<file path="src/rtl/led_fade_pwm_if.sv">
// Blink-level / LED-drive bundle between the blink generator and the fade stage.
// The master drives blink level and mode; the slave returns PWM drive, brightness and ramp status.
interface led_fade_pwm_if #(
  parameter int PWM_BITS = 8
);
  logic                blink_in;
  logic                enable;
  logic                led_out;
  logic [PWM_BITS-1:0] level;
  logic                busy;

  modport master (
    output blink_in,
    output enable,
    input  led_out,
    input  level,
    input  busy
  );

  modport slave (
    input  blink_in,
    input  enable,
    output led_out,
    output level,
    output busy
  );
endinterface

</file>
<file path="src/rtl/led_fade_pwm.sv">
// LED fader: turns blink edges into linear brightness ramps and drives the LED pin with PWM.
// enable=0 bypasses the ramps and snaps brightness straight to the blink target.
module led_fade_pwm #(
  parameter int PWM_BITS = 8,
  parameter int STEP_DIV = 2031
) (
  input  logic           clk,
  input  logic           reset_n,
  led_fade_pwm_if.slave  bus
);

  localparam int PRE_W = (STEP_DIV > 1) ? $clog2(STEP_DIV) : 1;

  localparam logic [PRE_W-1:0]    PRE_ZERO = {PRE_W{1'b0}};
  localparam logic [PRE_W-1:0]    PRE_ONE  = PRE_W'(1);
  localparam logic [PRE_W-1:0]    PRE_TC   = PRE_W'(STEP_DIV - 1);
  localparam logic [PWM_BITS-1:0] LVL_ZERO = {PWM_BITS{1'b0}};
  localparam logic [PWM_BITS-1:0] LVL_ONE  = PWM_BITS'(1);
  localparam logic [PWM_BITS-1:0] LVL_MAX  = {PWM_BITS{1'b1}};
  localparam logic [PWM_BITS-1:0] LVL_LAST = PWM_BITS'((2 ** PWM_BITS) - 2);

  localparam logic [1:0] IDLE_LOW  = 2'd0;
  localparam logic [1:0] RAMP_UP   = 2'd1;
  localparam logic [1:0] IDLE_HIGH = 2'd2;
  localparam logic [1:0] RAMP_DOWN = 2'd3;

  logic [1:0]          state_r;
  logic [1:0]          state_nxt_s;
  logic [PWM_BITS-1:0] level_r;
  logic [PWM_BITS-1:0] level_nxt_s;
  logic [PRE_W-1:0]    presc_r;
  logic [PRE_W-1:0]    presc_nxt_s;
  logic [PWM_BITS-1:0] pwm_cnt_r;
  logic                led_out_r;
  logic                busy_r;
  logic                tc_s;

  assign tc_s = (presc_r == PRE_TC);

  // Next state, level and prescaler; the prescaler defaults to cleared on every transition.
  always_comb begin
    state_nxt_s = state_r;
    level_nxt_s = level_r;
    presc_nxt_s = PRE_ZERO;
    if (!bus.enable) begin
      if (bus.blink_in) begin
        state_nxt_s = IDLE_HIGH;
        level_nxt_s = LVL_MAX;
      end else begin
        state_nxt_s = IDLE_LOW;
        level_nxt_s = LVL_ZERO;
      end
    end else begin
      case (state_r)
        IDLE_LOW: begin
          if (bus.blink_in) state_nxt_s = RAMP_UP;
          else              state_nxt_s = IDLE_LOW;
        end
        RAMP_UP: begin
          // A reversal outranks a coincident step: level holds for that cycle.
          if (!bus.blink_in) begin
            state_nxt_s = RAMP_DOWN;
          end else if (tc_s) begin
            if (level_r != LVL_MAX) level_nxt_s = level_r + LVL_ONE;
            else                    level_nxt_s = level_r;
            if (level_r >= LVL_LAST) state_nxt_s = IDLE_HIGH;
            else                     state_nxt_s = RAMP_UP;
          end else begin
            presc_nxt_s = presc_r + PRE_ONE;
          end
        end
        IDLE_HIGH: begin
          if (!bus.blink_in) state_nxt_s = RAMP_DOWN;
          else               state_nxt_s = IDLE_HIGH;
        end
        RAMP_DOWN: begin
          if (bus.blink_in) begin
            state_nxt_s = RAMP_UP;
          end else if (tc_s) begin
            if (level_r != LVL_ZERO) level_nxt_s = level_r - LVL_ONE;
            else                     level_nxt_s = level_r;
            if (level_r <= LVL_ONE) state_nxt_s = IDLE_LOW;
            else                    state_nxt_s = RAMP_DOWN;
          end else begin
            presc_nxt_s = presc_r + PRE_ONE;
          end
        end
        default: begin
          state_nxt_s = IDLE_LOW;
          level_nxt_s = LVL_ZERO;
        end
      endcase
    end
  end

  // Fade state registers; busy is registered from the next state so it tracks the state exactly.
  always_ff @(posedge clk or negedge reset_n) begin
    if (!reset_n) begin
      state_r <= IDLE_LOW;
      level_r <= LVL_ZERO;
      presc_r <= PRE_ZERO;
      busy_r  <= 1'b0;
    end else begin
      state_r <= state_nxt_s;
      level_r <= level_nxt_s;
      presc_r <= presc_nxt_s;
      busy_r  <= (state_nxt_s == RAMP_UP) || (state_nxt_s == RAMP_DOWN);
    end
  end

  // Free-running PWM counter with period MAX, so MAX gives a solid-on output.
  always_ff @(posedge clk or negedge reset_n) begin
    if (!reset_n) begin
      pwm_cnt_r <= LVL_ZERO;
      led_out_r <= 1'b0;
    end else begin
      if (pwm_cnt_r == LVL_LAST) pwm_cnt_r <= LVL_ZERO;
      else                       pwm_cnt_r <= pwm_cnt_r + LVL_ONE;
      led_out_r <= (pwm_cnt_r < level_r);
    end
  end

  assign bus.level   = level_r;
  assign bus.busy    = busy_r;
  assign bus.led_out = led_out_r;

endmodule

</file>
<file path="src/flat_wrapper.sv">
// flat-port wrapper written by rule: the top's interface ports become plain ports
module led_fade_pwm_flat 
#(
  parameter int PWM_BITS = 8,
  parameter int STEP_DIV = 2031
)
  (clk, reset_n, bus_blink_in, bus_enable, bus_led_out, bus_level, bus_busy);
  led_fade_pwm_if #(.PWM_BITS(PWM_BITS)) bus_i ();
  input  logic clk;
  input  logic reset_n;
  input wire logic [$bits(bus_i.blink_in)-1:0] bus_blink_in;
  input wire logic [$bits(bus_i.enable)-1:0] bus_enable;
  output wire logic [$bits(bus_i.led_out)-1:0] bus_led_out;
  output wire logic [$bits(bus_i.level)-1:0] bus_level;
  output wire logic [$bits(bus_i.busy)-1:0] bus_busy;
  assign bus_i.blink_in = bus_blink_in;
  assign bus_i.enable = bus_enable;
  assign bus_led_out = bus_i.led_out;
  assign bus_level = bus_i.level;
  assign bus_busy = bus_i.busy;
  led_fade_pwm #(.PWM_BITS(PWM_BITS), .STEP_DIV(STEP_DIV)) u_core (.clk(clk), .reset_n(reset_n), .bus(bus_i));
endmodule
</file>
<file path="config.mk">
export PLATFORM = sky130hd
export DESIGN_NAME = led_fade_pwm_flat
export DESIGN_NICKNAME = d
export VERILOG_FILES = /design/src/rtl/led_fade_pwm_if.sv /design/src/rtl/led_fade_pwm.sv /design/src/flat_wrapper.sv
export SDC_FILE = /design/constraint.sdc
export NUM_CORES = 1
export LEC_CHECK = 0
export CORE_MARGIN = 8
export CORE_UTILIZATION = 55
export DETAILED_ROUTE_END_ITERATION = 10
export PLACE_DENSITY = 0.77
export SYNTH_ARGS = -nofsm -noshare
export SYNTH_HDL_FRONTEND = slang
export SYNTH_SLANG_ARGS = --single-unit
</file>
<file path="constraint.sdc">
create_clock -name clk -period 2.25 [get_ports clk]
set_input_delay 0.3375 -clock clk [delete_from_list [all_inputs] [get_ports clk]]
set_output_delay 0.3375 -clock clk [all_outputs]
set_load 0.1 [all_outputs]
</file>
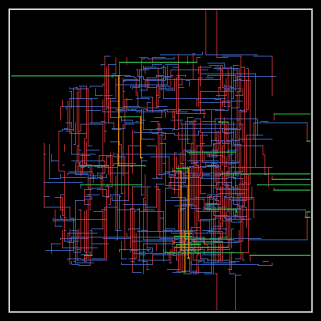
*Wiring by layer*
Scale: 4 px per um.
orange -> met4  # wire length 85.0 um
blue -> met1  # wire length 1710 um
green -> met3  # wire length 263 um
red -> met2  # wire length 2230 um

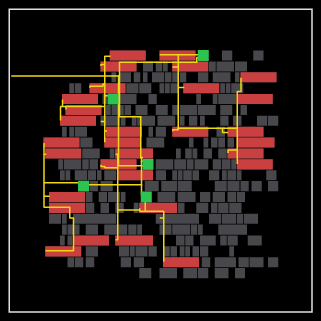
*Clock distribution*
Scale: 4 px per um.
red -> flip-flops  # count 30
yellow -> clock wires  # length 371 um
green -> cells driving clock nets  # count 5
routed clock nets = 6

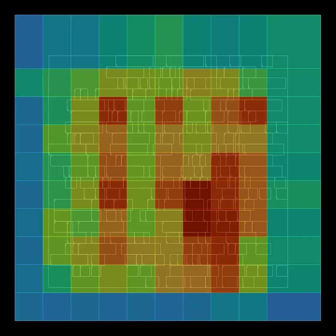
*Routing congestion map*
wire length per cell after detailed routing: 15.9 um
met3 Resource Use GR: 0.0461
met1 usage in global routing: 0.186

==> impl_metrics.json <==
{
  "outcome": "finished, final reports clean",
  "final_core_util": 0.658,
  "hp-class": "input port to async pin",
  "synth-seq-area-share": 0.388,
  "grt_pass1_vias": 1631,
  "io_pins": 14,
  "tightest_slew_ns": 0.558,
  "clock_latency_ns": 0.33,
  "combPwrFrac": 0.229,
  "global_route.usage.total": 0.170,
  "timing.final.crit_share": 0.888,
  "crit-reg2reg-launch": "u_core.bus.level[0]",
  "log.warning_count": 32,
  "postRouteAntennaNets": 0,
  "postSynthRegisterBits": 30,
  "floorplan.die.height_um": 75.3,
  "critPathSlowestCell": "sky130_fd_sc_hd__dfrtp_2",
  "yosys.area.top_type": "sky130_fd_sc_hd__dfrtp_1",
  "setup-tns-final_ns": 0,
  "internal_power_mw": 1.03,
  "clockRootBuffer": "sky130_fd_sc_hd__clkbuf_4",
  "finish.net_count": 242,
  "critical_path.startpoint_type": "register",
  "grt_setup_unrepaired": "no",
  "ys.warnings.count": 0,
  "power_density_nw_per_um2": 684,
  "cts_tree": "built",
  "grt_first_pass_wirelength_um": 7340,
  "buffer_and_inverter_tally_for_the_worst_setup_path": 0,
  "layout_skew_ns": 0.0128,
  "floorplan.core_area_um2": 3360,
  "ys_chip_area_um2": 1930,
  "clockPowerShare": 0.373,
  "number_of_antenna_violations_at_the_first_check_in_global_routing": 0,
  "arrival_ns": 2.25,
  "cts_inserted_buffers": 5,
  "floorplan.rows": 21,
  "area_delta_synth_final_pct": 14.4,
  "synth_cells": 204,
  "dr.first_iter.drc_count": 112,
  "critPathMaxStageDelay_ns": 0.47
}
==> kinds of logic (layout without fill, tap and decap cells) <==
family | after synthesis | after routing | share of synthesized area
XOR/XNOR | 18 | 18 | 0.0815
buffers and inverters | 18 | 37 | 0.0414
AND-OR/OR-AND | 36 | 36 | 0.131
flip-flops | 30 | 30 | 0.388
AND/OR/NAND/NOR | 83 | 83 | 0.238
adder cells (fa/ha/maj) | 16 | 16 | 0.103
multiplexers | 3 | 3 | 0.0162
==> power by group through the flow <==
stage                     sequential (mW)  combinational, mW  clock, mW
final                               0.603              0.346      0.564
after global routing                0.608              0.372      0.603
after CTS                           0.602              0.347      0.578
after detailed placement            0.613              0.345          0
after global placement              0.610              0.340          0
after floorplan                     0.728              0.137          0
==> cells in the mapped netlist, types with 3 or more instances <==
library cell	n
sky130_fd_sc_hd__nand4_1	3
sky130_fd_sc_hd__nand3_1	9
sky130_fd_sc_hd__nand2_1	9
sky130_fd_sc_hd__xor2_1	8
sky130_fd_sc_hd__o21ai_0	9
sky130_fd_sc_hd__buf_2	4
sky130_fd_sc_hd__or3_1	6
sky130_fd_sc_hd__and3_1	6
sky130_fd_sc_hd__ha_1	16
sky130_fd_sc_hd__a31oi_1	5
sky130_fd_sc_hd__nor3_1	4
sky130_fd_sc_hd__nor2_1	26
sky130_fd_sc_hd__and4_1	5
sky130_fd_sc_hd__dfrtp_1	30
sky130_fd_sc_hd__inv_1	11
sky130_fd_sc_hd__a21oi_1	5
sky130_fd_sc_hd__xnor2_1	10
==> stage by stage <==
stage / setup slack, ns / instance area, um2
6_report: 0.253 / 2210
3_3_place_gp: 0.253 / 2100
4_1_cts: 0.258 / 2210
2_1_floorplan: 0.00618 / 1940
3_5_place_dp: 0.220 / 2100
5_1_grt: 0.104 / 2210
==> state kept, by name, summed over array words and instances, names as in the netlist <==
| name | flops |
|---|---|
| u_core.bus.led_out | 1 |
| u_core.bus.level | 8 |
| u_core.presc_r | 11 |
| u_core.pwm_cnt_r | 8 |
| u_core.state_r | 2 |
==> final timing paths <==
check	to	slack [ns]	cells after the start
max in group asynchronous	u_core.bus.level[0]	1.56	2
setup reg to reg	u_core.bus.level[2]	0.25	6
hold reg to reg	u_core.presc_r[0]	0.53	1
hold / removal	u_core.bus.level[7]	0.39	2
min in group clk	u_core.presc_r[0]	0.53	1
setup / recovery	u_core.bus.level[2]	0.25	6
==> per-layer routing <==
metal | wire, um | global-route usage | share of wire | up-vias
li1 | - | - | - | 768
met1 | 1710 | 0.186 | 0.40 | 759
met2 | 2230 | 0.298 | 0.52 | 52
met3 | 263 | 0.0461 | 0.061 | 10
met4 | 85 | 0.0768 | 0.020 | 0
met5 | 0 | 0 | 0 | -
==> layout make-up <==
cell class | count | share of cell area
Multi-Input combinational cell | 156 | 0.499
Tap cell | 46 | 0.0260
Clock inverter | 2 | 0.0271
Clock buffer | 6 | 0.0232
Inverter | 11 | 0.0187
Timing Repair Buffer | 18 | 0.0645
Sequential cell | 30 | 0.342
Power is estimated from default activity; no workload was simulated.
